===== src/rtl/uart_tx_arbiter.sv =====
// Two-requester round-robin arbiter feeding a single UART transmitter.
// Each grant issues one start pulse and then waits for done, bounded by a watchdog.
module uart_tx_arbiter #(
    parameter int unsigned NB_DATA    = 8,
    parameter int unsigned NB_TIMEOUT = 20,
    parameter int unsigned TIMEOUT    = 200000
) (
    input  logic               i_clock,
    input  logic               i_reset,
    input  logic               i_req0_valid,
    input  logic [NB_DATA-1:0] i_req0_data,
    output logic               o_req0_ready,
    input  logic               i_req1_valid,
    input  logic [NB_DATA-1:0] i_req1_data,
    output logic               o_req1_ready,
    input  logic               i_tx_done_tick,
    output logic               o_tx_start,
    output logic [NB_DATA-1:0] o_tx_data,
    output logic               o_busy,
    output logic               o_grant,
    output logic               o_timeout
);

    typedef enum logic [1:0] {StIdle, StStart, StWaitDone} state_t;

    state_t                state_q, state_d;
    logic                  ptr_q, ptr_d;
    logic                  grant_q, grant_d;
    logic [NB_DATA-1:0]    data_q, data_d;
    logic [NB_TIMEOUT-1:0] cnt_q, cnt_d;
    logic                  timeout_q, timeout_d;
    logic                  sel;
    logic                  idle;

    // Pointer only matters under contention; otherwise the lone valid requester wins.
    always_comb begin
        if (i_req0_valid && i_req1_valid) begin
            sel = ptr_q;
        end else begin
            sel = i_req1_valid;
        end
    end

    assign idle         = (state_q == StIdle) && !i_reset;
    assign o_req0_ready = idle && i_req0_valid && !sel;
    assign o_req1_ready = idle && i_req1_valid && sel;

    always_comb begin
        state_d   = state_q;
        ptr_d     = ptr_q;
        grant_d   = grant_q;
        data_d    = data_q;
        cnt_d     = cnt_q;
        timeout_d = 1'b0;
        unique case (state_q)
            StIdle: begin
                if (o_req0_ready || o_req1_ready) begin
                    data_d  = sel ? i_req1_data : i_req0_data;
                    grant_d = sel;
                    ptr_d   = ~sel;
                    state_d = StStart;
                end
            end
            StStart: begin
                cnt_d   = '0;
                state_d = StWaitDone;
            end
            StWaitDone: begin
                // Done wins over a coinciding watchdog expiry.
                if (i_tx_done_tick) begin
                    state_d = StIdle;
                end else if (cnt_q == NB_TIMEOUT'(TIMEOUT - 1)) begin
                    state_d   = StIdle;
                    timeout_d = 1'b1;
                end else begin
                    cnt_d = cnt_q + 1'b1;
                end
            end
            default: state_d = StIdle;
        endcase
    end

    always_ff @(posedge i_clock) begin
        if (i_reset) begin
            state_q   <= StIdle;
            ptr_q     <= 1'b0;
            grant_q   <= 1'b0;
            data_q    <= '0;
            cnt_q     <= '0;
            timeout_q <= 1'b0;
        end else begin
            state_q   <= state_d;
            ptr_q     <= ptr_d;
            grant_q   <= grant_d;
            data_q    <= data_d;
            cnt_q     <= cnt_d;
            timeout_q <= timeout_d;
        end
    end

    assign o_tx_start = (state_q == StStart) && !i_reset;
    assign o_busy     = (state_q != StIdle) && !i_reset;
    assign o_timeout  = timeout_q && !i_reset;
    assign o_tx_data  = data_q;
    assign o_grant    = grant_q;

endmodule


===== config.mk =====
export PLATFORM = sky130hd
export DESIGN_NAME = uart_tx_arbiter
export DESIGN_NICKNAME = d
export VERILOG_FILES = /design/src/rtl/uart_tx_arbiter.sv
export SDC_FILE = /design/constraint.sdc
export NUM_CORES = 1
export LEC_CHECK = 0
export CORE_UTILIZATION = 25
export CTS_CLUSTER_SIZE = 12
export DETAILED_ROUTE_END_ITERATION = 10
export PLACE_DENSITY = 0.55
export SLEW_MARGIN = 20
export SYNTH_ARGS = -nofsm -noshare
export SYNTH_HDL_FRONTEND = slang
export SYNTH_SLANG_ARGS = --single-unit

===== constraint.sdc =====
create_clock -name i_clock -period 1.95 [get_ports i_clock]
set_clock_uncertainty 0.15 [all_clocks]
set_input_delay 0.585 -clock i_clock [delete_from_list [all_inputs] [get_ports i_clock]]
set_output_delay 0.585 -clock i_clock [all_outputs]
set_load 0.02 [all_outputs]

==> notes.md <==
flow finished, numbers: status=finished clean, max_cap viols=0, post-CTS sizing=57, TritonRoute pass-1 iters=4, worst setup margin=between 20 and 25 ps, layout clock buffer count=7, Worst setup endpoint=o_req0_ready, routed metal-1 wirelength=2020 um, type of element capturing the critical path=output pin, Fin Setup TNS=0 ps, proportion of final cell area spent on non-clock buffers=between 20 and 25%, total vias in the final route=~1600, power in the clock group=530 uW, Worst path slowest cell=nor3b_4, sequential cell count of the final layout=33, yosys stat area=1680 um^2, Commonest flop=dfxtp_1, routed wl met3=203 um, Most Used Layer, Global Route=met2, CTS tree=done, slack of the worst reg-to-reg path=roughly 30 ps, Core Area=6420 um^2, clock latency reported for the late side of the worst-skew pair=290 ps, Setup-failing EPs final=0, Switching Fraction=26.7%, Yosys top cell by instances=dfxtp_1, min Tclk post-route=between 1500 and 2000 ps, global routing usage summed across all routing layers=12.8%, slew at the pin with the worst max-slew slack=449 ps, Routed wire per std cell=12.2 um, area fraction of clock buffers and clock inverters=roughly 3.4%, async set-or-reset flop fraction in the synthesized netlist=0%, Slew headroom=a little over two thirds, net switching power of the design=410 uW, share of final-layout standard cells stronger than drive strength 1=32.2%, post-route fraction of the period consumed by the critical path=between 90% and 100%, clock transition at the registers of the reported paths=60 ps, instance area at placement=2400 um^2, global-route wire length before repair=7380 um, clock sink count=33, via count of the first global-routing pass=about 1600, net total in the final layout=280, Largest type area fraction=between 30% and 40%, power density of the placed cells=608 nW/um^2, summed instance area of the synthesized netlist=1680 um^2
-- cells by family (layout without fill, tap and decap cells) --
family | after synthesis | count (layout) | synth area share, %
AOI/OAI and AO/OA | 39 | 39 | 16.7
buffers and inverters | 13 | 83 | 3.65
adders and majority gates | 1 | 1 | 0.744
muxes | 11 | 11 | 6.55
DFF | 33 | 33 | 39.3
xor gates and xnor gates | 1 | 1 | 0.521
and+or+nand+nor | 90 | 90 | 32.5
-- flip-flops by register name, summed over array words and instances (netlist names) --
name       flops
o_grant        1
timeout_q      1
o_tx_data      8
cnt_q         20
ptr_q          1
state_q        2
-- worst max-delay path, delay by kind of cell --
| kind | cells | cell delay [ps] |
|---|---|---|
| AND-OR/OR-AND | 1 | 160 |
| buffers and inverters | 3 | 250 |
| AND/OR/NAND/NOR | 1 | 210 |
**Supply network**

Pins as bars on the die edge. Tap cells in grey.
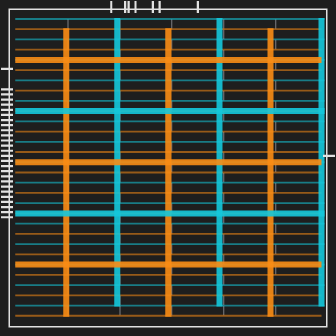
Orange stands for VSS. Cyan stands for VDD.
35 signal pins sit on the boundary. 30 met1 rails follow the rows. 5 straps on met5.

**Placement by cell class**

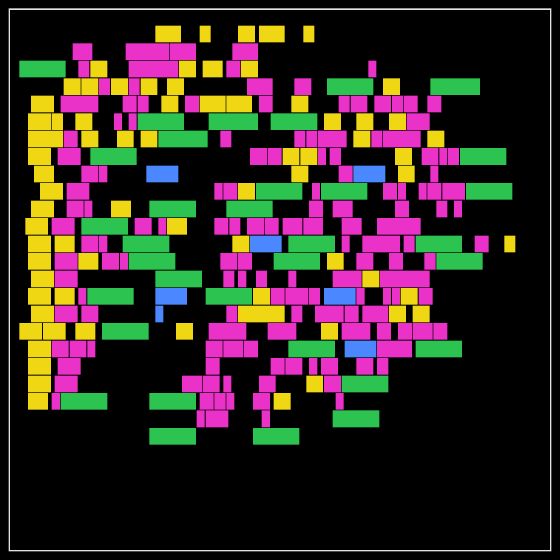
Magenta stands for all other logic, cells 145, share of their area 43%. Green stands for flip-flops, cells 33, share of their area 27%. Blue stands for clock drivers and dummy loads, cells 7, share of their area 3.6%. Yellow stands for other buffers and delay cells, cells 73, share of their area 26%.
Seq/total area: 26.3%
utilization of the core after routing: 39.3%

**Routed clock nets over the placement**

Scale bar: 20 um.
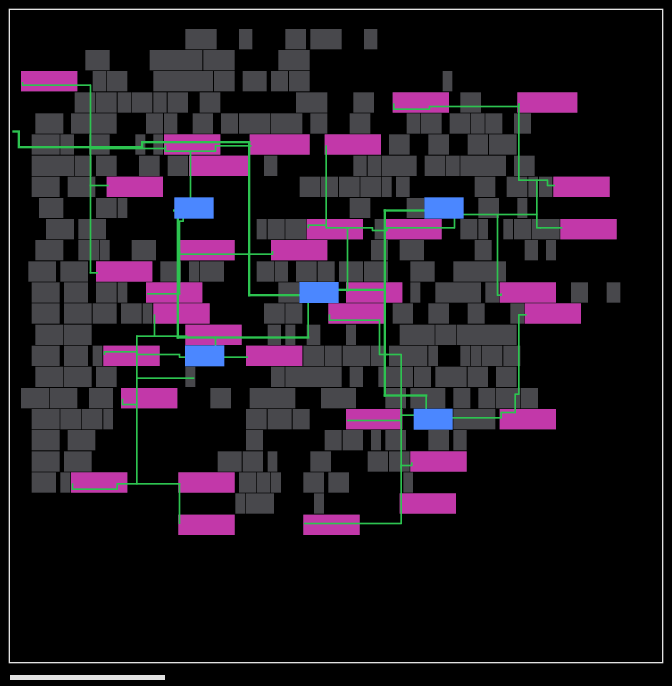
Green stands for clock wires, length 525 um. Blue stands for cells driving clock nets, count 5. Magenta stands for flip-flops, count 33.
There are 6 routed clock nets.

**Wiring by layer**

Scale bar: 20 um.
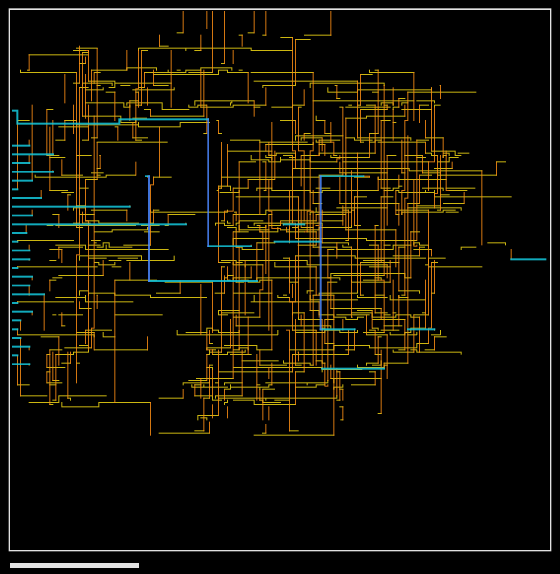
Blue stands for met4, wire length 59.8 um. Orange stands for met2, wire length 1800 um. Yellow stands for met1, wire length 2020 um. Cyan stands for met3, wire length 203 um.

Power is estimated from default activity; no workload was simulated.
